## config.mk

```make
export PLATFORM = sky130hd
export DESIGN_NAME = alu_result_drain_flat
export DESIGN_NICKNAME = d
export VERILOG_FILES = /design/src/rtl/alu_result_drain_if.sv /design/src/rtl/alu_result_drain.sv /design/src/flat_wrapper.sv
export SDC_FILE = /design/constraint.sdc
export NUM_CORES = 1
export LEC_CHECK = 0
export CAP_MARGIN = 20
export CORE_UTILIZATION = 50
export CTS_BUF_LIST = sky130_fd_sc_hd__clkbuf_8 sky130_fd_sc_hd__clkbuf_16
export DETAILED_ROUTE_END_ITERATION = 8
export GPL_ROUTABILITY_DRIVEN = 0
export PLACE_DENSITY = 0.93
export SLEW_MARGIN = 20
export SYNTH_ARGS = -nofsm -noshare
export SYNTH_HDL_FRONTEND = slang
export SYNTH_SLANG_ARGS = --single-unit
```

## constraint.sdc

```tcl
create_clock -name clk -period 4 [get_ports clk]
set_input_delay 0.4 -clock clk [delete_from_list [all_inputs] [get_ports clk]]
set_output_delay 0.4 -clock clk [all_outputs]
set_load 0.05 [all_outputs]
```

## src/rtl/alu_result_drain_if.sv

```systemverilog
// alu_result_drain_if
//   Bundle between a vector ALU result bank, the drain, and the narrow consumer.
//   slave  : the drain side (takes frames, produces beats, reports overflow)
//   master : the environment side (offers frames, consumes beats)
//   Frame side : in_valid/in_ready, result[ALUs_num], a_{greater,equal,less}_out
//   Beat side  : out_valid/out_ready, out_data, out_lane, out_flags, out_last
//   Status     : overflow (sticky dropped-frame flag)
interface alu_result_drain_if #(
   parameter int ALUs_num    = 4,
   parameter int INPUT_WIDTH = 8
);
   localparam int RW = 2*INPUT_WIDTH;
   localparam int LW = $clog2(ALUs_num);

   logic                in_valid;
   logic                in_ready;
   logic [RW-1:0]       result [ALUs_num];
   logic [ALUs_num-1:0] a_greater_out;
   logic [ALUs_num-1:0] a_equal_out;
   logic [ALUs_num-1:0] a_less_out;
   logic                out_valid;
   logic                out_ready;
   logic [RW-1:0]       out_data;
   logic [LW-1:0]       out_lane;
   logic [2:0]          out_flags;
   logic                out_last;
   logic                overflow;

   modport slave (
      input  in_valid, result, a_greater_out, a_equal_out, a_less_out, out_ready,
      output in_ready, out_valid, out_data, out_lane, out_flags, out_last, overflow
   );

   modport master (
      output in_valid, result, a_greater_out, a_equal_out, a_less_out, out_ready,
      input  in_ready, out_valid, out_data, out_lane, out_flags, out_last, overflow
   );
endinterface

```

## src/rtl/alu_result_drain.sv

```systemverilog
// alu_result_drain
//   Captures one frame of ALUs_num lane results + {greater,equal,less} flags and
//   streams it out one lane per beat, ascending lane order, over valid/ready.
//   Frames offered while a frame is still being drained are dropped and set the
//   sticky overflow flag.
// Ports:
//   clk   : rising-edge clock
//   rst_n : asynchronous active-low reset
//   bus   : alu_result_drain_if.slave (frame input, beat output, overflow)
// Configuration macro:
//   ALU_DRAIN_SKIP_ZERO_EN : when defined, lanes whose result is zero are not
//   emitted; an all-zero frame emits a single beat for lane 0.
module alu_result_drain #(
   parameter int ALUs_num    = 4,
   parameter int INPUT_WIDTH = 8
) (
   input  logic               clk,
   input  logic               rst_n,
   alu_result_drain_if.slave  bus
);
   localparam int RW = 2*INPUT_WIDTH;
   localparam int LW = $clog2(ALUs_num);

   typedef enum logic {IDLE, SEND} state_t;

   state_t              state, state_nxt;
   logic [RW-1:0]       data_q  [ALUs_num];
   logic [2:0]          flags_q [ALUs_num];
   logic [ALUs_num-1:0] mask_q, mask_in;
   logic [LW-1:0]       ptr, last_q, first_in, last_in, next_ptr;
   logic                ovf_q;
   logic                out_valid, out_last, in_ready;
   logic                beat, capture;

   assign beat    = out_valid && bus.out_ready;
   assign capture = bus.in_valid && in_ready;

   // Lanes eligible for emission, judged on the incoming frame.
   always_comb begin
      mask_in = '0;
      for (int i = 0; i < ALUs_num; i++) begin
`ifdef ALU_DRAIN_SKIP_ZERO_EN
         mask_in[i] = |bus.result[i];
`else
         mask_in[i] = 1'b1;
`endif
      end
   end

   // First and last emitted lane of the incoming frame. An empty mask falls
   // back to lane 0 for both, giving the single all-zero beat.
   always_comb begin
      first_in = '0;
      last_in  = '0;
      for (int i = ALUs_num-1; i >= 0; i--)
         if (mask_in[i]) first_in = LW'(i);
      for (int i = 0; i < ALUs_num; i++)
         if (mask_in[i]) last_in = LW'(i);
   end

   // Next emitted lane above the current pointer in the held frame.
   always_comb begin
      next_ptr = ptr;
      for (int i = ALUs_num-1; i >= 0; i--)
         if (mask_q[i] && (i > int'(ptr))) next_ptr = LW'(i);
   end

   // FSM: state register
   always_ff @(posedge clk or negedge rst_n) begin
      if (!rst_n) state <= IDLE;
      else        state <= state_nxt;
   end

   // FSM: next state
   always_comb begin
      state_nxt = state;
      case (state)
         IDLE: if (capture) state_nxt = SEND;
         SEND: if (beat && out_last) state_nxt = bus.in_valid ? SEND : IDLE;
         default: state_nxt = IDLE;
      endcase
   end

   // FSM: outputs. in_ready opens in SEND only on the final handshake so the
   // next frame lands with no bubble.
   always_comb begin
      out_valid = (state == SEND);
      out_last  = (state == SEND) && (ptr == last_q);
      in_ready  = (state == IDLE) || (out_valid && bus.out_ready && out_last);
   end

   // Frame register, lane pointer, sticky overflow.
   always_ff @(posedge clk or negedge rst_n) begin
      if (!rst_n) begin
         for (int i = 0; i < ALUs_num; i++) begin
            data_q[i]  <= '0;
            flags_q[i] <= '0;
         end
         mask_q <= '0;
         ptr    <= '0;
         last_q <= '0;
         ovf_q  <= 1'b0;
      end else begin
         if (capture) begin
            for (int i = 0; i < ALUs_num; i++) begin
               data_q[i]  <= bus.result[i];
               flags_q[i] <= {bus.a_greater_out[i], bus.a_equal_out[i], bus.a_less_out[i]};
            end
            mask_q <= mask_in;
            ptr    <= first_in;
            last_q <= last_in;
         end else if (beat && !out_last) begin
            ptr <= next_ptr;
         end
         if (bus.in_valid && !in_ready) ovf_q <= 1'b1;
      end
   end

   assign bus.in_ready  = in_ready;
   assign bus.out_valid = out_valid;
   assign bus.out_last  = out_last;
   assign bus.out_data  = data_q[ptr];
   assign bus.out_lane  = ptr;
   assign bus.out_flags = flags_q[ptr];
   assign bus.overflow  = ovf_q;

endmodule

```

## src/flat_wrapper.sv

```systemverilog
// flat-port wrapper written by rule: the top's interface ports become plain ports
module alu_result_drain_flat 
#(
   parameter int ALUs_num    = 4,
   parameter int INPUT_WIDTH = 8
)
  (clk, rst_n, bus_in_valid, bus_result, bus_a_greater_out, bus_a_equal_out, bus_a_less_out, bus_out_ready, bus_in_ready, bus_out_valid, bus_out_data, bus_out_lane, bus_out_flags, bus_out_last, bus_overflow);
  alu_result_drain_if #(.ALUs_num(ALUs_num), .INPUT_WIDTH(INPUT_WIDTH)) bus_i ();
  input  logic clk;
  input  logic rst_n;
  input wire logic [$bits(bus_i.in_valid)-1:0] bus_in_valid;
  input wire logic [$bits(bus_i.result)-1:0] bus_result;
  input wire logic [$bits(bus_i.a_greater_out)-1:0] bus_a_greater_out;
  input wire logic [$bits(bus_i.a_equal_out)-1:0] bus_a_equal_out;
  input wire logic [$bits(bus_i.a_less_out)-1:0] bus_a_less_out;
  input wire logic [$bits(bus_i.out_ready)-1:0] bus_out_ready;
  output wire logic [$bits(bus_i.in_ready)-1:0] bus_in_ready;
  output wire logic [$bits(bus_i.out_valid)-1:0] bus_out_valid;
  output wire logic [$bits(bus_i.out_data)-1:0] bus_out_data;
  output wire logic [$bits(bus_i.out_lane)-1:0] bus_out_lane;
  output wire logic [$bits(bus_i.out_flags)-1:0] bus_out_flags;
  output wire logic [$bits(bus_i.out_last)-1:0] bus_out_last;
  output wire logic [$bits(bus_i.overflow)-1:0] bus_overflow;
  assign bus_i.in_valid = bus_in_valid;
  assign bus_i.result = {>>{bus_result}};
  assign bus_i.a_greater_out = bus_a_greater_out;
  assign bus_i.a_equal_out = bus_a_equal_out;
  assign bus_i.a_less_out = bus_a_less_out;
  assign bus_i.out_ready = bus_out_ready;
  assign bus_in_ready = bus_i.in_ready;
  assign bus_out_valid = bus_i.out_valid;
  assign bus_out_data = bus_i.out_data;
  assign bus_out_lane = bus_i.out_lane;
  assign bus_out_flags = bus_i.out_flags;
  assign bus_out_last = bus_i.out_last;
  assign bus_overflow = bus_i.overflow;
  alu_result_drain #(.ALUs_num(ALUs_num), .INPUT_WIDTH(INPUT_WIDTH)) u_core (.clk(clk), .rst_n(rst_n), .bus(bus_i));
endmodule
```

run_1/clock_wires.png
Bar = 20 um.
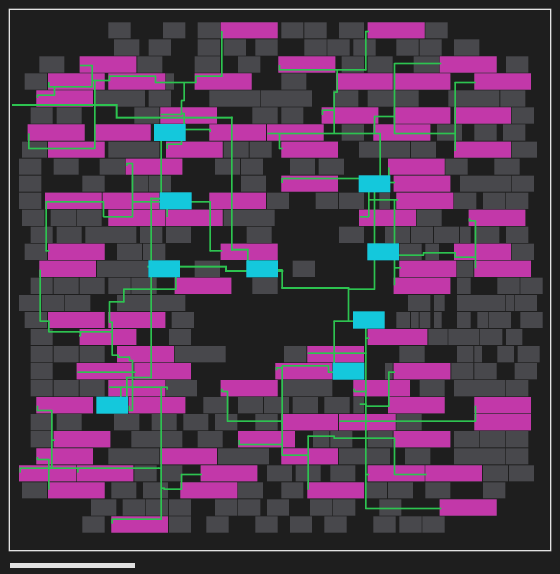
Key: clock-net drivers = cyan [count 9]; flip-flops = magenta [count 81]; clock wires = green [length 873 um]
There are 10 routed clock nets.

run_1/m3.png
Bar = 20 um. Cells faint in the background.
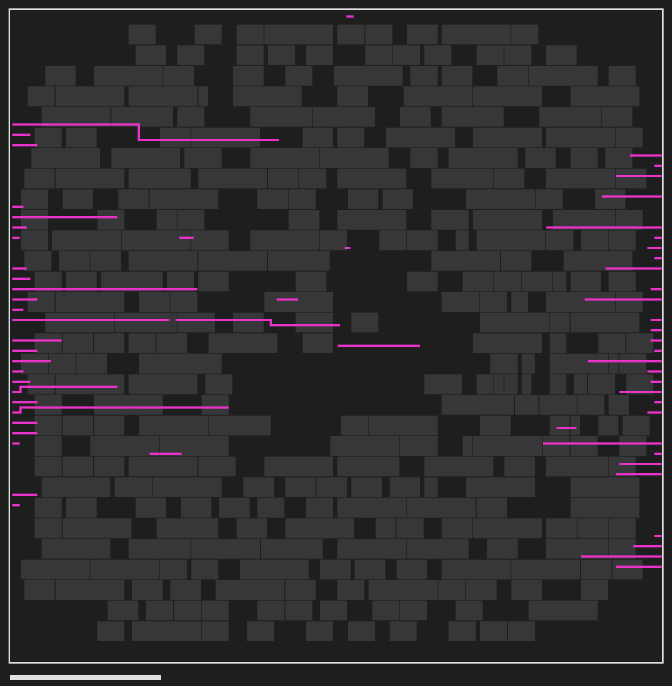
The layer holds 5.3% of the routed length. The layer carries 354 um of wire. 58 nets have wire on it. The longest straight run is 27.4 um.

run_1/layers.png
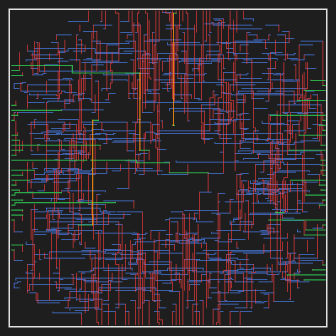
Key: M2 = red [wire length 3250 um]; M3 = green [wire length 354 um]; M1 = blue [wire length 2980 um]; M4 = orange [wire length 80.2 um]
average wire per cell in the routed design: 16.13 um
Total GRT Usage: 19.77%
via count of the routed design: 2168
final wirelength: 6662 um

==> results_dict.tcl, run 1 <==
# flow metrics
set metrics [dict create \
    outcome "complete, no violations" \
    netlist_top_cells_area "sky130_fd_sc_hd__dfrtp_1, sky130_fd_sc_hd__mux2_2, sky130_fd_sc_hd__mux4_2" \
    start_kind "register" \
    proportion_of_power_drawn_by_flip_flops_and_latches_pct 35.2 \
    p_clk_share_pct 13.2 \
    edf_count 0 \
    grt_pass1_vias 2292 \
    cellInternalPower_mw 2.618 \
    synth.lib_cells_used.distinct 22 \
    cp-end-kind "output port" \
    pin_count_of_the_biggest_net_entering_global_routing 82 \
    io-pin-count 105 \
    netlist_instances 208 \
    cts-htree-levels 3 \
    cpPeakStageDelay_ns 0.82 \
    place.port_buffers 104 \
    maxPowerGroup "combinational logic" \
    top_area_share_pct 57.16 \
    groute.layer.met2.usage_pct 30.30 \
    tool_warnings 26 \
    synth_area_um2 3546 \
    p_comb_share_pct 51.6 \
    synth_flop_count 81 \
    detail_route.drc_violations 0 \
    ant_nets 0 \
    p_switching_mw 1.771 \
    yosys-stat-cells 208 \
    post-place-cells 397 \
    crit_type "register to output port" \
    layout-drive-gt1-share_pct 27.76 \
    holdBufCountCts 0 \
    crit-reg2reg-launch "u_core.bus.out_lane[1]" \
    drt-vias-per-instance 5.249 \
    clock_path_buffers 2 \
    ys_sh_aoi_pct 1.623 \
    cts_made_buffers 9 \
]
--- run 2 (diff from run 1) ---
- CORE_UTILIZATION: 50 -> 43
- PLACE_DENSITY: 0.93 -> 0.86
- clock period: 4 -> 2.8 ns (I/O delays scaled with it)
run_2/congestion_map.png
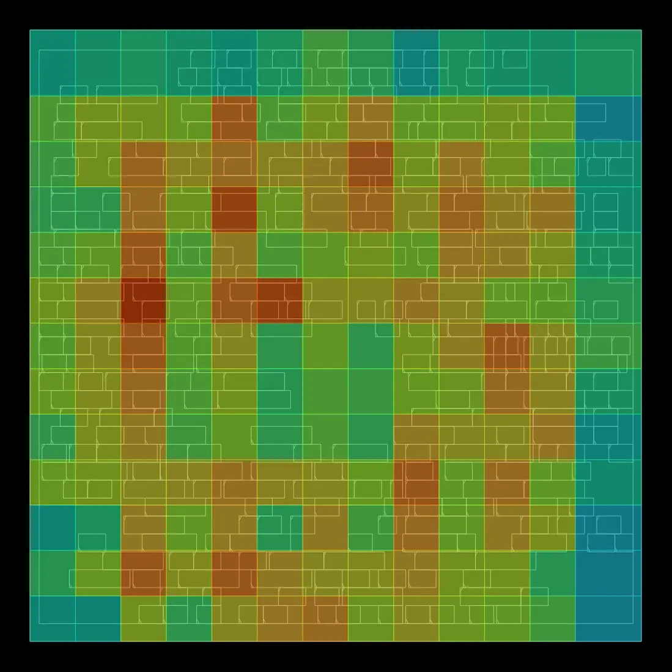
Finished Core Util: 61.94%
met2 track demand over resource in global routing: 27.33%
average wire per cell in the routed design: 16.55 um

==> results_dict.tcl, run 2 <==
# flow metrics
set metrics [dict create \
    outcome "finished with violations" \
    failed_checks "hold timing" \
    netlist_instances 208 \
    drt-total-wl_um 6967 \
    holdBufCountCts 0 \
    worst_r2r_path_depth 4 \
    synth_flop_count 81 \
    nMultiInputCombCells 112 \
    setup_viol_count_final 0 \
    cts-htree-levels 3 \
    via_count 2193 \
    netSwitchingFraction_pct 39.85 \
    cpPeakStageDelay_ns 0.57 \
    crit_type "register to output port" \
    report.final.hold_viol_count 32 \
    ys_sh_aoi_pct 1.623 \
    cp_data_arrival_time_ns 2.06 \
    timing.hold.ws_ns -0.03917 \
    layout-drive-gt1-share_pct 34.80 \
    cp-end-kind "output port" \
    mean_cell_area_of_the_mapped_netlist_um2 17.05 \
    route.top_layer_used "met4" \
    post-route-period-util_pct 83.56 \
    cellInternalPower_mw 3.858 \
    total_of_warnings_raised_by_yosys 0 \
    synth.lib_cells_used.distinct 22 \
    critical-path-top-cell-by-count "sky130_fd_sc_hd__buf_4" \
    layout.cell_area.non_filler_um2 4861 \
    pwr.group.combinational_mw 3.30 \
    ant_nets 0 \
    grt_use_total_pct 17.16 \
    ys_sh_xor_pct 0.2470 \
    timing.hold.worst.class "input pin to async pin" \
    wl_met1_um 3013 \
    synth_top_cells_by_count "sky130_fd_sc_hd__dfrtp_1, sky130_fd_sc_hd__mux2_2, sky130_fd_sc_hd__mux2_1" \
    place.port_buffers 104 \
    seq_area_share_pct 41.72 \
    p_switching_mw 2.555 \
    die_height_um 92.81 \
    synth_area_um2 3546 \
    proportion_of_power_drawn_by_flip_flops_and_latches_pct 32.7 \
    path_clk_slew_ns 0.08 \
    tool_warnings 26 \
    tapcell.inserted 102 \
    wire_length_of_the_first_global_routing_pass_um 11110 \
    row_count 32 \
    yosys-stat-cells 208 \
    pwr.group.clock_mw 1.01 \
    timing.critical_path.to "bus_out_data[14]" \
    post-place-cells 405 \
    dpl_worst_slack_ns 0.4030 \
    dr_wl_met2_um 3400 \
    tmin_final_ns 2.340 \
    netlist_top_cells_area "sky130_fd_sc_hd__dfrtp_1, sky130_fd_sc_hd__mux2_2, sky130_fd_sc_hd__mux4_2" \
    edf_count 0 \
    crit_slowest_cell "sky130_fd_sc_hd__dfrtp_2" \
    dominant-cell-class "flip-flops and latches" \
    drt-vias-per-instance 5.209 \
    final_critical_path_setup_slack_ns 0.4602 \
    start_kind "register" \
    grt_pass1_vias 2264 \
    pin_count_of_the_biggest_net_entering_global_routing 82 \
    cts_made_buffers 9 \
    first_pass_iters 4 \
    maxPowerGroup "combinational logic" \
    ys_sh_mux_pct 36.20 \
    placed_area_um2 4613 \
    post_synthesis_share_of_cell_area_spent_on_and_or_nand_and_nor_gates_pct 1.658 \
    power.sequential.total_mw 2.10 \
    p_comb_share_pct 51.5 \
    io-pin-count 105 \
    clkSinkCount 81 \
    cts_tree "built" \
    clock_path_buffers 2 \
    synth_seq_share_pct 57.16 \
    drtIter0Drc 77 \
    critical_path_cell_count 3 \
    detail_route.drc_violations 0 \
    design.core.area_um2 7848 \
    p_clk_share_pct 15.8 \
    top_area_share_pct 57.16 \
    crit-reg2reg-launch "u_core.bus.out_lane[1]" \
    flip_flop_count_of_the_largest_register_all_copies_and_words_added 64 \
    yosysTopAreaCell "sky130_fd_sc_hd__dfrtp_1" \
]
run_2/m2.png
Cells faint in the background.
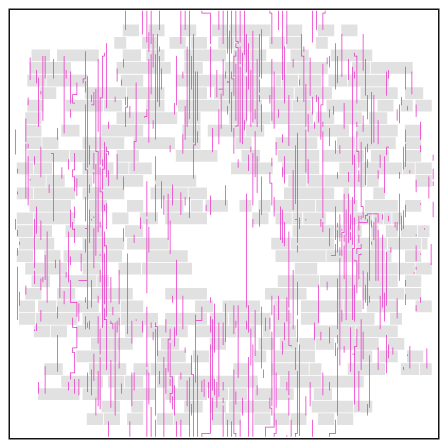
372 nets have wire on it. The layer holds 49% of the routed length. The longest straight run is 30.1 um. The wires run mostly vertical.

--- run 3 (diff from run 2) ---
- clock period: 2.8 -> 2 ns (I/O delays scaled with it)
run_3/m2.png
Cells faint in the background.
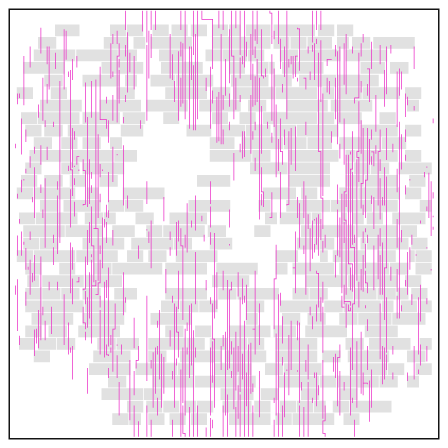
389 nets have wire on it. The layer carries 3890 um of wire.
via count of the routed design: 2277
final wirelength: 7868 um

==> results_dict.tcl, run 3 <==
# flow metrics
set metrics [dict create \
    report.final.hold_viol_count 0 \
    yosysTopAreaCell "sky130_fd_sc_hd__dfrtp_1" \
    dpl_worst_slack_ns -0.3243 \
    cellInternalPower_mw 5.870 \
    seq_area_share_pct 38.82 \
    final_critical_path_setup_slack_ns 0.01141 \
    timing.hold.ws_ns 0.3457 \
    fin_util_pct 66.61 \
    flip_flop_count_of_the_largest_register_all_copies_and_words_added 64 \
    ys_sh_aoi_pct 1.623 \
    p_switching_mw 3.761 \
    tool_warnings 28 \
    ys_sh_xor_pct 0.2470 \
    cts_tree "built" \
    post_synthesis_share_of_cell_area_spent_on_and_or_nand_and_nor_gates_pct 1.658 \
    groute.layer.met2.usage_pct 29.41 \
    timing.critical_path.to "u_core.flags_q[3]" \
    crit_type "register to register" \
    drt-vias-per-instance 5.187 \
    wl_met1_um 3485 \
    tapcell.inserted 102 \
    post-route-period-util_pct 99.43 \
    worst_r2r_path_depth 5 \
    timing.hold.worst.class "input pin to async pin" \
    dominant-cell-class "flip-flops and latches" \
    cpPeakStageDelay_ns 0.54 \
    ant_nets 0 \
    cts-htree-levels 3 \
    start_kind "register" \
    cts_made_buffers 9 \
    design.core.area_um2 7848 \
    total_of_warnings_raised_by_yosys 0 \
    maxPowerGroup "combinational logic" \
    cp_data_arrival_time_ns 2.21 \
    first_pass_iters 4 \
    outcome "complete, no violations" \
    p_clk_share_pct 13.9 \
    grt_remaining_overflow 0 \
    dr_wl_met2_um 3891 \
    wire_length_of_the_first_global_routing_pass_um 11640 \
    grt_use_total_pct 17.97 \
    synth.lib_cells_used.distinct 22 \
    cp-end-kind "register" \
    critical_path_cell_count 5 \
    cap_viol_max_count 0 \
    ys_sh_mux_pct 36.20 \
    synth_flop_count 81 \
    clkSinkCount 81 \
    proportion_of_power_drawn_by_flip_flops_and_latches_pct 29.9 \
    post-layout-total-power_mw 9.632 \
    pin_count_of_the_biggest_net_entering_global_routing 48 \
    crit_slowest_cell "sky130_fd_sc_hd__or4b_4" \
    row_count 32 \
    netlist_logic_family_top "multiplexers" \
    yosys-stat-cells 208 \
    layout.cell_area.non_filler_um2 5228 \
    p_comb_share_pct 56.2 \
    synth_seq_share_pct 57.16 \
    power.sequential.total_mw 2.88 \
    top_area_share_pct 57.16 \
    placed_area_um2 4725 \
    detail_route.drc_violations 0 \
    nets_in_the_synthesized_netlist 288 \
    initCoreUtil_pct 45.18 \
    die_height_um 92.81 \
    layout-drive-gt1-share_pct 42.14 \
    holdBufCountCts 1 \
    post_cts_resized 6 \
    route.top_layer_used "met4" \
    edf_count 0 \
    mean_cell_area_of_the_mapped_netlist_um2 17.05 \
    pwr.group.combinational_mw 5.41 \
    netSwitchingFraction_pct 39.05 \
    nMultiInputCombCells 112 \
    io-pin-count 105 \
    post-place-cells 411 \
    place.port_buffers 104 \
    path_clk_slew_ns 0.08 \
    setup_viol_count_final 0 \
    netlist_top_cells_area "sky130_fd_sc_hd__dfrtp_1, sky130_fd_sc_hd__mux2_2, sky130_fd_sc_hd__mux4_2" \
    crit-reg2reg-launch "u_core.bus.out_lane[1]" \
    pwr.group.clock_mw 1.34 \
    synth_top_cells_by_count "sky130_fd_sc_hd__dfrtp_1, sky130_fd_sc_hd__mux2_2, sky130_fd_sc_hd__mux2_1" \
    drtIter0Drc 63 \
]
run_3/clock_wires.png
Bar = 20 um.
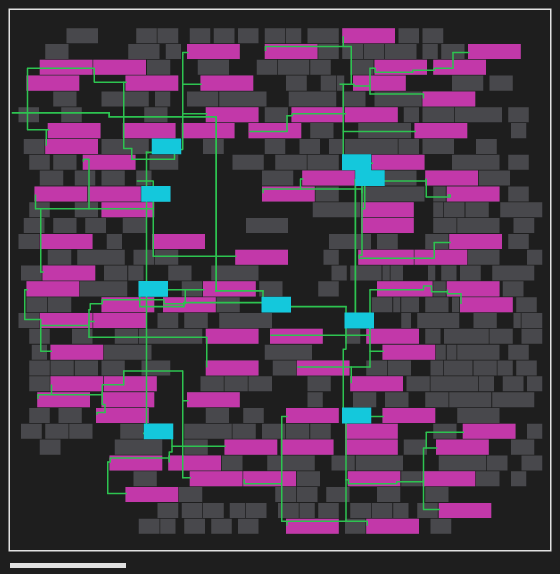
Key: flip-flops = magenta [count 81]; clock-net drivers = cyan [count 9]; clock wires = green [length 929 um]
There are 10 routed clock nets.

